## src/rtl/alu_pkg.sv

```systemverilog
// Shared definitions for the iterative ALU units: operation and FSM state
// encodings, plus the result-bit selector used by the compare operations.
package alu_pkg;

    localparam logic [1:0] OP_SLT  = 2'b00;
    localparam logic [1:0] OP_SLTU = 2'b01;
    localparam logic [1:0] OP_SEQ  = 2'b10;
    localparam logic [1:0] OP_SUB  = 2'b11;

    localparam logic [0:0] ST_IDLE = 1'b0;
    localparam logic [0:0] ST_RUN  = 1'b1;

    // Single-bit compare result derived from the flags of A - B.
    function automatic logic cmp_bit(input logic [1:0] op, input logic n,
                                     input logic v, input logic c, input logic z);
        logic r;
        case (op)
            OP_SLT:  r = n ^ v;
            OP_SLTU: r = ~c;
            OP_SEQ:  r = z;
            default: r = 1'b0;
        endcase
        return r;
    endfunction

endpackage

```

## src/rtl/slt_serial_if.sv

```systemverilog
// Start/busy/done request bus shared by the iterative ALU units.
interface slt_serial_if #(parameter int WIDTH = 32);

    logic             start;
    logic [1:0]       opSel;
    logic [WIDTH-1:0] busA;
    logic [WIDTH-1:0] busB;
    logic             busy;
    logic             done;
    logic [WIDTH-1:0] dataOut;
    logic             zeroFlag;
    logic             overflowFlag;
    logic             carryoutFlag;
    logic             negativeFlag;

    modport master (
        output start, opSel, busA, busB,
        input  busy, done, dataOut, zeroFlag, overflowFlag, carryoutFlag, negativeFlag
    );

    modport slave (
        input  start, opSel, busA, busB,
        output busy, done, dataOut, zeroFlag, overflowFlag, carryoutFlag, negativeFlag
    );

endinterface

```

## src/rtl/sub_digit.sv

```systemverilog
// One DIGIT-wide ripple slice of A + ~B + cin. Also exposes the carry into
// the slice's top bit so the caller can form signed overflow on the last beat.
module sub_digit #(
    parameter int DIGIT = 4
) (
    input  logic [DIGIT-1:0] a,
    input  logic [DIGIT-1:0] b,
    input  logic             cin,
    output logic [DIGIT-1:0] sum,
    output logic             cout,
    output logic             cmsb
);

    logic [DIGIT:0] c_s;

    // Ripple carry through the slice, bit by bit.
    always_comb begin
        c_s    = {(DIGIT+1){1'b0}};
        sum    = {DIGIT{1'b0}};
        c_s[0] = cin;
        for (int i = 0; i < DIGIT; i++) begin
            sum[i]   = a[i] ^ b[i] ^ c_s[i];
            c_s[i+1] = (a[i] & b[i]) | (c_s[i] & (a[i] ^ b[i]));
        end
    end

    assign cout = c_s[DIGIT];
    assign cmsb = c_s[DIGIT-1];

endmodule

```

## src/rtl/slt_serial.sv

```systemverilog
// Digit-serial A - B unit: SLT / SLTU / SEQ / SUB with Z, V, C, N flags.
// The difference is built LSB-first, DIGIT bits per beat, over WIDTH/DIGIT beats.
module slt_serial
    import alu_pkg::*;
#(
    parameter int WIDTH = 32,
    parameter int DIGIT = 4
) (
    input  logic        clk,
    input  logic        reset,
    slt_serial_if.slave bus
);

    localparam int N  = WIDTH / DIGIT;
    localparam int BW = (N > 1) ? $clog2(N) : 1;

    if ((DIGIT < 1) || (DIGIT > WIDTH) || ((WIDTH % DIGIT) != 0)) begin : g_param_check
        $error("slt_serial: WIDTH must be a positive multiple of DIGIT");
    end

    logic [0:0]       state_q, state_d;
    logic [WIDTH-1:0] opa_q, opa_d;
    logic [WIDTH-1:0] opb_q, opb_d;
    logic [1:0]       op_q, op_d;
    logic             carry_q, carry_d;
    logic             zacc_q, zacc_d;
    logic [BW-1:0]    beat_q, beat_d;
    logic [WIDTH-1:0] diff_q, diff_d;
    logic             done_q, done_d;
    logic [WIDTH-1:0] data_q, data_d;
    logic             zf_q, zf_d;
    logic             vf_q, vf_d;
    logic             cf_q, cf_d;
    logic             nf_q, nf_d;

    logic [DIGIT-1:0] sum_s;
    logic             cout_s;
    logic             cmsb_s;
    logic [WIDTH-1:0] sum_ext_s;
    logic             z_s;
    logic             v_s;
    logic             n_s;

    sub_digit #(.DIGIT(DIGIT)) u_sub_digit (
        .a    (opa_q[DIGIT-1:0]),
        .b    (opb_q[DIGIT-1:0]),
        .cin  (carry_q),
        .sum  (sum_s),
        .cout (cout_s),
        .cmsb (cmsb_s)
    );

    // Slice sum placed at the top of the word, ready to enter the diff register.
    assign sum_ext_s = WIDTH'(sum_s) << (WIDTH - DIGIT);

    // Next-state: accept in IDLE, one slice per beat in RUN, publish on the last beat.
    always_comb begin
        state_d = state_q;
        opa_d   = opa_q;
        opb_d   = opb_q;
        op_d    = op_q;
        carry_d = carry_q;
        zacc_d  = zacc_q;
        beat_d  = beat_q;
        diff_d  = diff_q;
        done_d  = 1'b0;
        data_d  = data_q;
        zf_d    = zf_q;
        vf_d    = vf_q;
        cf_d    = cf_q;
        nf_d    = nf_q;
        z_s     = 1'b0;
        v_s     = 1'b0;
        n_s     = 1'b0;
        case (state_q)
            ST_IDLE: begin
                if (bus.start) begin
                    opa_d   = bus.busA;
                    opb_d   = ~bus.busB;
                    op_d    = bus.opSel;
                    carry_d = 1'b1;
                    zacc_d  = 1'b1;
                    beat_d  = {BW{1'b0}};
                    diff_d  = {WIDTH{1'b0}};
                    state_d = ST_RUN;
                end else begin
                    state_d = ST_IDLE;
                end
            end
            ST_RUN: begin
                opa_d   = opa_q >> DIGIT;
                opb_d   = opb_q >> DIGIT;
                diff_d  = (diff_q >> DIGIT) | sum_ext_s;
                carry_d = cout_s;
                zacc_d  = zacc_q & (sum_s == {DIGIT{1'b0}});
                beat_d  = beat_q + BW'(1);
                if (beat_q == BW'(N - 1)) begin
                    // Final slice holds bit WIDTH-1: its carries give C and V.
                    z_s     = zacc_d;
                    v_s     = cmsb_s ^ cout_s;
                    n_s     = sum_s[DIGIT-1];
                    zf_d    = z_s;
                    vf_d    = v_s;
                    cf_d    = cout_s;
                    nf_d    = n_s;
                    beat_d  = {BW{1'b0}};
                    done_d  = 1'b1;
                    state_d = ST_IDLE;
                    if (op_q == OP_SUB) begin
                        data_d = diff_d;
                    end else begin
                        data_d = {{(WIDTH-1){1'b0}}, cmp_bit(op_q, n_s, v_s, cout_s, z_s)};
                    end
                end else begin
                    state_d = ST_RUN;
                end
            end
            default: begin
                state_d = ST_IDLE;
            end
        endcase
    end

    // State and output registers with synchronous reset; reset discards any operation.
    always_ff @(posedge clk) begin
        if (reset) begin
            state_q <= ST_IDLE;
            opa_q   <= {WIDTH{1'b0}};
            opb_q   <= {WIDTH{1'b0}};
            op_q    <= 2'b00;
            carry_q <= 1'b0;
            zacc_q  <= 1'b0;
            beat_q  <= {BW{1'b0}};
            diff_q  <= {WIDTH{1'b0}};
            done_q  <= 1'b0;
            data_q  <= {WIDTH{1'b0}};
            zf_q    <= 1'b0;
            vf_q    <= 1'b0;
            cf_q    <= 1'b0;
            nf_q    <= 1'b0;
        end else begin
            state_q <= state_d;
            opa_q   <= opa_d;
            opb_q   <= opb_d;
            op_q    <= op_d;
            carry_q <= carry_d;
            zacc_q  <= zacc_d;
            beat_q  <= beat_d;
            diff_q  <= diff_d;
            done_q  <= done_d;
            data_q  <= data_d;
            zf_q    <= zf_d;
            vf_q    <= vf_d;
            cf_q    <= cf_d;
            nf_q    <= nf_d;
        end
    end

    assign bus.busy         = (state_q == ST_RUN);
    assign bus.done         = done_q;
    assign bus.dataOut      = data_q;
    assign bus.zeroFlag     = zf_q;
    assign bus.overflowFlag = vf_q;
    assign bus.carryoutFlag = cf_q;
    assign bus.negativeFlag = nf_q;

endmodule

```

## src/flat_wrapper.sv

```systemverilog
// flat-port wrapper written by rule: the top's interface ports become plain ports
module slt_serial_flat import alu_pkg::*;
#(
    parameter int WIDTH = 32,
    parameter int DIGIT = 4
)
  (clk, reset, bus_start, bus_opSel, bus_busA, bus_busB, bus_busy, bus_done, bus_dataOut, bus_zeroFlag, bus_overflowFlag, bus_carryoutFlag, bus_negativeFlag);
  slt_serial_if #(.WIDTH(WIDTH)) bus_i ();
  input  logic clk;
  input  logic reset;
  input wire logic [$bits(bus_i.start)-1:0] bus_start;
  input wire logic [$bits(bus_i.opSel)-1:0] bus_opSel;
  input wire logic [$bits(bus_i.busA)-1:0] bus_busA;
  input wire logic [$bits(bus_i.busB)-1:0] bus_busB;
  output wire logic [$bits(bus_i.busy)-1:0] bus_busy;
  output wire logic [$bits(bus_i.done)-1:0] bus_done;
  output wire logic [$bits(bus_i.dataOut)-1:0] bus_dataOut;
  output wire logic [$bits(bus_i.zeroFlag)-1:0] bus_zeroFlag;
  output wire logic [$bits(bus_i.overflowFlag)-1:0] bus_overflowFlag;
  output wire logic [$bits(bus_i.carryoutFlag)-1:0] bus_carryoutFlag;
  output wire logic [$bits(bus_i.negativeFlag)-1:0] bus_negativeFlag;
  assign bus_i.start = bus_start;
  assign bus_i.opSel = bus_opSel;
  assign bus_i.busA = bus_busA;
  assign bus_i.busB = bus_busB;
  assign bus_busy = bus_i.busy;
  assign bus_done = bus_i.done;
  assign bus_dataOut = bus_i.dataOut;
  assign bus_zeroFlag = bus_i.zeroFlag;
  assign bus_overflowFlag = bus_i.overflowFlag;
  assign bus_carryoutFlag = bus_i.carryoutFlag;
  assign bus_negativeFlag = bus_i.negativeFlag;
  slt_serial #(.WIDTH(WIDTH), .DIGIT(DIGIT)) u_core (.clk(clk), .reset(reset), .bus(bus_i));
endmodule
```

## config.mk

```make
export PLATFORM = sky130hd
export DESIGN_NAME = slt_serial_flat
export DESIGN_NICKNAME = d
export VERILOG_FILES = /design/src/rtl/alu_pkg.sv /design/src/rtl/slt_serial_if.sv /design/src/rtl/sub_digit.sv /design/src/rtl/slt_serial.sv /design/src/flat_wrapper.sv
export SDC_FILE = /design/constraint.sdc
export NUM_CORES = 1
export LEC_CHECK = 0
export CAP_MARGIN = 15
export CORE_ASPECT_RATIO = 1.75
export CORE_MARGIN = 5
export CORE_UTILIZATION = 47
export DETAILED_ROUTE_END_ITERATION = 10
export MAX_ROUTING_LAYER = met4
export PLACE_DENSITY = 0.73
export SLEW_MARGIN = 25
export SYNTH_ARGS = -nofsm -noshare
export SYNTH_HDL_FRONTEND = slang
export SYNTH_SLANG_ARGS = --single-unit
```

## constraint.sdc

```tcl
create_clock -name clk -period 2.75 [get_ports clk]
set_input_delay 0.275 -clock clk [delete_from_list [all_inputs] [get_ports clk]]
set_output_delay 0.275 -clock clk [all_outputs]
set_load 0.02 [all_outputs]
```

Fig. 1: M1 wires
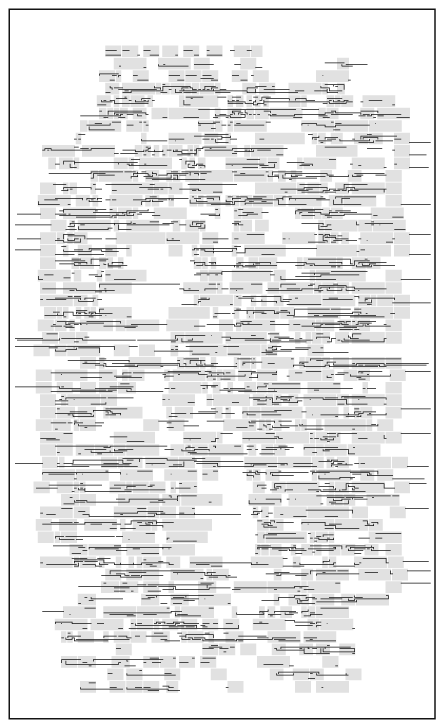
longest straight run	23.9 um
nets with wire on the layer	683
vias: 4441
DRT Wirelength: 12740 um
GR Util met1: 18.90%

Fig. 2: signal wires on met2
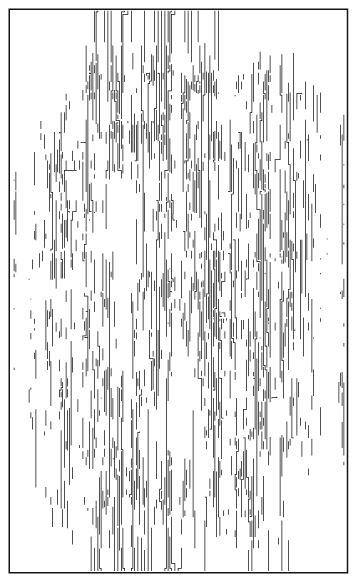
longest straight run	64.6 um
wire length on this layer	6910 um
share of all routed wire	54%
main direction	vertical
routing usage on met2: 33.45%

Fig. 3: met4 routing
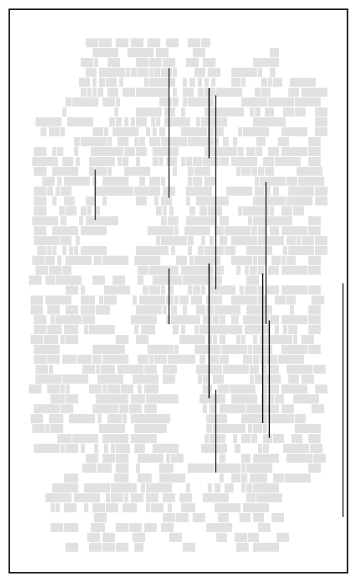
wire length on this layer	371 um
share of all routed wire	2.9%
nets with wire on the layer	9
main direction	vertical

Fig. 4: cell area per tile
Scale bar: 20 um. The die is cut into 9 by 15 equal tiles; dark blue is low, red is high, 0 to 100% covered.
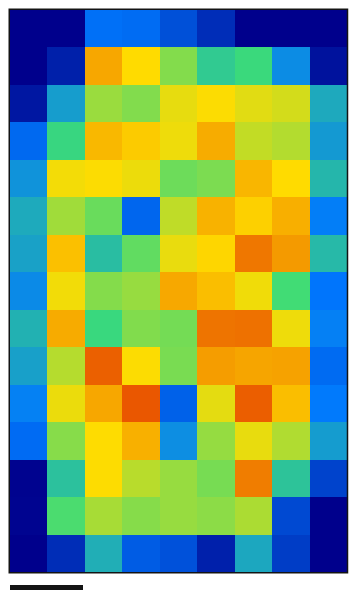
densest ninth of the die	center
emptiest ninth of the die	north-west
nearly empty tiles	8.1%
Final Core Density: 63.21%
Core ar.: 11650 um2

Fig. 5: routing congestion map
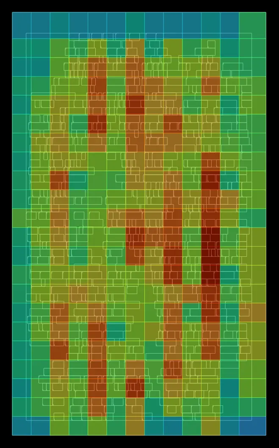
GRT Max-Usage Layer: met2
wire per inst: 15.44 um

==> results.txt <==
fresh numbers from the pnr run: Area growth, synth to finish=31.25%, CTS tree=yes, Dominant combinational family=AND-OR/OR-AND gates, Row Count=between 50 and 60, DR vias/cell=between 5 and 6, fa+ha+maj area frac=2.231%, max-cap violation count=0, Crit path max-delay family=adder cells, synth unique cells=33, vias in the first global route=~4400, CTS sink cnt=approximately 140, Critical path buffers and inverters=4, Reg clk slew, reported paths=~0.06 ns, Critical Path RT=about 3.1 ns, yosys xor share=less than 1%, sequential element share of the synthesized area=roughly half, Post-CTS Setup Inserts=0, Detailed Route Iter0 Violations=roughly 140, Avg Inst Size Synth=9.491 um2, crit path time final=between 2 and 3 ns, die area=roughly 14000 um2, tool warnings=27, Die W=92.58 um, GRT Overall Usage=18.66%, Die H=approximately 150 um, Peak supply drop=408.5 uV, layout cells sized above 1=between 10% and 20%, fp_density=between 40% and 50%, CTS Hold Buffers Added=0, I/O pin count=~110, most frequent logic cells in the routed design=135 x dfxtp_1, 106 x nor2_1, 104 x clkdlybuf4s50_1, 64 x a21oi_1, 36 x nand2_1, unrepaired setup endpoints after global routing=no, AND/OR/NAND/NOR Cells, Area Fraction=15.79%, worst slew pin tran=~0.64 ns, CP Class=flip-flop to flip-flop, cell area after synthesis=between 5000 and 6000 um2, Yosys chip area=between 5000 and 6000 um2, DR pass1 iterations=4, clk_lat worst skew=~0.41 ns, reg-to-reg slack, setup=0.13 ns, critical path fanouts, max=2, mux frac, synth=between 10% and 20%, Synth flops=137, slowest CP cell=fa_1, Detailed Place HPWL=roughly 9000 um, P_leak=2.872 nW, initial antenna violation count=0, # Cells Yosys=591, Slew HR=57.41%, critical path capture point type=flip-flop, share of flip-flops with an asynchronous set or reset=0%, post-synthesis net count=667, WP data arrival=~3 ns, most instantiated logic cell after routing=dfxtp_1, Max H-tree Level=4, Post-Synth AOI/OAI Area=between 10% and 20%, CP Launch Type=flip-flop, IO Port Bufs=between 100 and 150, Slew Limit Fails=0, Yosys warnings=0, Tcrit/Tclk final=95.25%, clock skew=between 0.008 and 0.009 ns, worst path cell trace=inv_2, fa_2, inv_2, fa_2, inv_2, fa_2, inv_2, fa_1, nor3b_2, nand4_1, a311oi_2, Achievable Freq=381.8 MHz, Mapped Cells=around 590, clock buffer depth=2, CP peak stage delay=approximately 0.42 ns, Pwr Density=slightly below 700 nW/um2, final hold violation count=0, Post-synth EDFFs=0, pin count of the biggest net entering global routing=~70, most used cell along the critical path=inv_2, Top FF cell, synth=dfxtp_1, Final setup viols=0, CTS buffer count=17, Hold Crit Class=primary input to flip-flop, Layout Nets=between 700 and 800, GP Congestion=0.8387, first-pass GRT wire length=approximately 21000 um, run status=completed, DRC=0, Final ANT Viol Nets=0, Pwr Total=between 5 and 6 mW, grt total ovfl=0, clock root buffer master=clkbuf_16, Antenna Cells=0
==> sequential cells by signal, indices dropped and copies added, names as in the netlist <==
name	count
u_core.zacc_q	1
u_core.bus.zeroFlag	1
u_core.bus.carryoutFlag	1
u_core.bus.done	1
u_core.beat_q	3
u_core.opa_q	32
u_core.bus.busy	1
u_core.bus.negativeFlag	1
u_core.carry_q	1
u_core.bus.dataOut	32
u_core.diff_q	28
u_core.op_q	2
u_core.opb_q	32
u_core.bus.overflowFlag	1
==> cells by family after synthesis <==
logic type	Yosys count
AND-OR/OR-AND	131
XOR/XNOR	1
adder cells (fa/ha/maj)	7
buffers and inverters	63
flip-flops	137
multiplexers	62
AND/OR/NAND/NOR	190
==> synth_stat cells, types with 2 or more instances <==
library cell  number  share of area (%)
buf_2             18                1.6
mux2_2            28                5.6
a22o_1            25                3.9
buf_6              2               0.40
buf_4              7               0.94
fa_1               5                1.8
nand4_1            2               0.22
nor3_1             3               0.27
nor2_1           106                7.1
buf_1              6               0.40
a211oi_1           4               0.54
nor2b_1            4               0.45
a211o_1           29                4.5
nor3b_1           32                4.3
mux2i_1           34                6.1
clkbuf_1          18                1.2
ha_1               2               0.45
dfxtp_1          137                 49
inv_1             12               0.80
a22oi_1            6               0.80
nand2_1           36                2.4
a21oi_1           64                5.7
==> worst paths after layout <==
kind	startpoint	end	cells past startpoint
max reg2reg	u_core.carry_q	u_core.bus.dataOut[0]	11
max	u_core.carry_q	u_core.bus.dataOut[0]	11
min	reset	u_core.beat_q[2]	2
min reg2reg	u_core.opb_q[23]	u_core.opb_q[19]	2
==> through the flow <==
step	std cells	cell area [um2]	TNS, ns	setup WS (ns)	hold slack [ns]
final	825	7362	0	0.1305	0.3526
after detailed placement	793	6703	-0.06975	-0.06394	0.4460
after CTS	825	7350	0	0.04779	0.3525
after global routing	825	7362	0	0.007355	0.3881
after floorplan	591	5614	0	0.02061	0.3696
after global placement	793	6703	0	0.05949	0.4346
==> layout make-up <==
class / instances / area (um2)
repair buffers: 118 / 1171
fillers: 977 / 4284
multi-input cells: 391 / 2585
well taps: 135 / 168.9
flip-flops and latches: 137 / 2748
inverters: 12 / 45.04
clock buffers: 19 / 452.9
clock inverters: 13 / 191.4
==> routing by layer <==
layer  global-route usage (%)  up-vias  wire length [um]
li1                         -     2217                 -
met5                        -        -                 0
met1                    18.90     2085              4930
met2                    33.45      115              6911
met4                    8.505        0               370
met3                    4.473       24               529
==> report_power, final <==
part,internal [mW],switching (mW)
Clock,1.57,0.862
Sequential,2.06,0.0468
Combinational,0.246,0.224
==> worst reg2reg max path: cells and delay by family (launching register included) <==
kind                     cells  cell delay (ns)
AND-OR/OR-AND                1             0.26
adder cells (fa/ha/maj)      4             1.34
buffers and inverters        4             0.23
flip-flops                   1             0.33
AND/OR/NAND/NOR              2             0.38
==> repair_timing <==
item                                    in CTS  in global routing
gates resized                                3                  6
pin swaps                                    5                  6
endpoints found under the setup margin       2                  2
Power figures rest on the tool's default switching activity, not on a simulated workload.
